$ cat src/rtl/apb_master.sv
// APB3 requester: turns a valid/ready command stream into SETUP/ACCESS
// transfers and reports each completion on a single-cycle response strobe.
// A wait-state timeout aborts transfers to a slave that never raises pready.
module apb_master #(
  parameter int ADDR_WIDTH = 8,
  parameter int DATA_WIDTH = 32,
  parameter int TIMEOUT    = 16
) (
  input  logic                  pclk,
  input  logic                  rst,
  input  logic                  cmd_valid,
  output logic                  cmd_ready,
  input  logic                  cmd_write,
  input  logic [ADDR_WIDTH-1:0] cmd_addr,
  input  logic [DATA_WIDTH-1:0] cmd_wdata,
  output logic                  rsp_valid,
  output logic [DATA_WIDTH-1:0] rsp_rdata,
  output logic                  rsp_err,
  output logic [ADDR_WIDTH-1:0] paddr,
  output logic                  psel,
  output logic                  penable,
  output logic                  pwrite,
  output logic [DATA_WIDTH-1:0] pwdata,
  input  logic                  pready,
  input  logic [DATA_WIDTH-1:0] prdata
);

  localparam int CW = $clog2(TIMEOUT + 1);

  localparam logic [1:0] IDLE   = 2'd0;
  localparam logic [1:0] SETUP  = 2'd1;
  localparam logic [1:0] ACCESS = 2'd2;

  // Value of the wait counter during the last permitted low-pready ACCESS cycle.
  localparam logic [CW-1:0] LAST_WAIT = CW'(TIMEOUT - 1);

  logic [1:0]    state;
  logic [CW-1:0] wait_cnt;
  logic          accept;
  logic          done;
  logic          abort;

  // Handshake and transfer-end decode from the current state.
  always_comb begin
    done      = (state == ACCESS) && pready;
    // The counter holds the number of low-pready ACCESS cycles already seen,
    // so the TIMEOUT-th low cycle is the one where it equals TIMEOUT-1.
    abort     = (state == ACCESS) && !pready && (wait_cnt == LAST_WAIT);
    cmd_ready = (state == IDLE) || done;
    accept    = cmd_valid && cmd_ready;
    psel      = (state == SETUP) || (state == ACCESS);
    penable   = (state == ACCESS);
  end

  // Phase sequencing and wait-state counting.
  always_ff @(posedge pclk) begin
    if (rst) begin
      state    <= IDLE;
      wait_cnt <= '0;
    end else begin
      case (state)
        IDLE: begin
          if (accept) state <= SETUP;
        end
        SETUP: begin
          state    <= ACCESS;
          wait_cnt <= '0;
        end
        ACCESS: begin
          if (pready) begin
            state <= accept ? SETUP : IDLE;
          end else if (abort) begin
            state    <= IDLE;
            wait_cnt <= '0;
          end else begin
            wait_cnt <= wait_cnt + CW'(1);
          end
        end
        default: begin
          state    <= IDLE;
          wait_cnt <= '0;
        end
      endcase
    end
  end

  // Bus address/direction/data capture; held steady between accepts.
  always_ff @(posedge pclk) begin
    if (rst) begin
      paddr  <= '0;
      pwrite <= 1'b0;
      pwdata <= '0;
    end else if (accept) begin
      paddr  <= cmd_addr;
      pwrite <= cmd_write;
      pwdata <= cmd_wdata;
    end
  end

  // Response strobe; data and error hold until the next response.
  always_ff @(posedge pclk) begin
    if (rst) begin
      rsp_valid <= 1'b0;
      rsp_rdata <= '0;
      rsp_err   <= 1'b0;
    end else begin
      rsp_valid <= done || abort;
      if (done) begin
        rsp_err   <= 1'b0;
        rsp_rdata <= pwrite ? '0 : prdata;
      end else if (abort) begin
        rsp_err   <= 1'b1;
        rsp_rdata <= '0;
      end
    end
  end

endmodule

$ cat config.mk
export PLATFORM = sky130hd
export DESIGN_NAME = apb_master
export DESIGN_NICKNAME = d
export VERILOG_FILES = /design/src/rtl/apb_master.sv
export SDC_FILE = /design/constraint.sdc
export NUM_CORES = 1
export LEC_CHECK = 0
export ABC_AREA = 1
export CAP_MARGIN = 15
export CORE_MARGIN = 2
export CORE_UTILIZATION = 30
export DETAILED_ROUTE_END_ITERATION = 16
export PLACE_DENSITY = 0.67
export SYNTH_ARGS = -nofsm -noshare
export SYNTH_HDL_FRONTEND = slang
export SYNTH_SLANG_ARGS = --single-unit
export TNS_END_PERCENT = 20
$ cat constraint.sdc
create_clock -name pclk -period 2.6 [get_ports pclk]
set_clock_uncertainty 0.15 [all_clocks]
set_input_delay 0.78 -clock pclk [delete_from_list [all_inputs] [get_ports pclk]]
set_output_delay 0.78 -clock pclk [all_outputs]
set_load 0.1 [all_outputs]
congestion_map.png
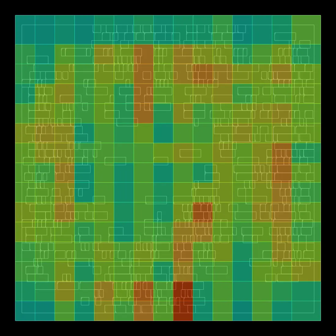
met2 GRT Util: 23.9%
GR peak layer: met2
end-of-flow core utilization: 47.3%
WL/cell: 12.3 um

closeup.png
Window x 68 to 93, y 14 to 39 um. Cells in grey, sequential cells in the stronger grey; small squares are vias.
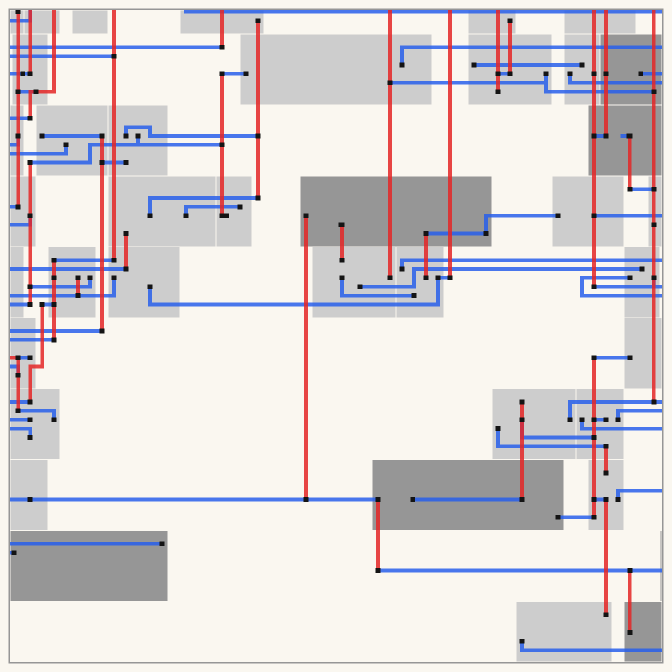
- M2: red
- M1: blue
- cells with their middle in the window: 25
- most frequent: buf_4 (4)
- sequential cells in the window: 3
- netlist names of flops here include: rsp_rdata (2), wait_cnt (1)

==> reports/summary.txt <==
clk_lat worst skew: 0.35 ns
leading cell types by count after synthesis: nor2_1, dfxtp_1, nand2_1
final period demand of the worst path: 2.37 ns
dpl ws: -0.00946 ns
status: finished, final reports clean
clk cell area share: 4.30%
Non-clk bufs: 165
Diodes inserted: 0
Worst setup SP type: flip-flop
CP Cell Sequence: inv_1 > ha_1 > inv_1 > nand2_4 > buf_12
H-tree depth: 3
Clk power: 966 uW
Final Instance Count excl. Fillers: 684
hold buffers post-CTS: 0
net count after synthesis: 476
Top Family by Delay on Critical Path: buffers and inverters
final setup fails: 0
P&R area growth vs syn: 53.7%
Lkg Pwr: 0.00202 uW
yosys stat cell total: 394
flop-to-flop setup slack: 0.63 ns
Worst Setup SP: state[0]
XOR Share, Synth: 0%
Vias/cell: 4.49
met1 WL: 3670 um
cells resized by post-CTS repair: 1
Worst setup endpoint: cmd_ready
post-layout period usage: 91.2%
comb area leader: simple AND/OR/NAND/NOR gates
RSZ-0062 raised after global routing: no
combinational power share: 45.4%
antenna-violating nets left: 0
first-pass GRT wire length: 13400 um
Clk pwr share: 21.5%
fill count: 1004
synth top area cells: dfxtp_1, nor2_1, o21ai_0, nand2_1, nand3_1
fin area: 4860 um^2
I/O Buffers: 154
Top Ports: 155
Pre-Place Util: 30.8%
Psw: 2120 uW
DRT Pass-1 Iters: 4
Simple-Gate Area Share: 25.7%
worst setup margin: 0.229 ns
Chip Area, Yosys: 3170 um^2
std cell rows: 37
Max-area cell share: 51.9%
tool warnings: 29
clock buffer count: 9
Synth Instances: 394
mi-comb count: 276
Gate Area: 1310 um^2
Slew HR: 72.2%
Regs by FF count: pwdata x32, rsp_rdata x32, paddr x8
Int Power: 2390 uW
min-delay src: rsp_err
dominant logic cell types in the final layout: nor2_1, buf_4, dfxtp_1
Die ar.: 11400 um^2
Multiplexer share: 0%
placed cell area: 4660 um^2
worst hold path type: flip-flop to flip-flop
Synth Cell Area: 3170 um^2
Crit path buffers/inverters: 3
Post-CTS Setup Inserts: 0
CP dominant cell by count: inv_1
Slew @ Worst Pin: 0.417 ns
TNS Setup: 0 ns
inverter count: 9
DRT iter0 DRCs: 131
Worst Path Max Fanout: 6
area leader, netlist: dfxtp_1
number of synthesized flops with an enable pin: 0
cell depth of the worst min-delay path: 2
Seq/total area: 33.7%
No activity file was given, so power comes from the tool's default toggle rates.
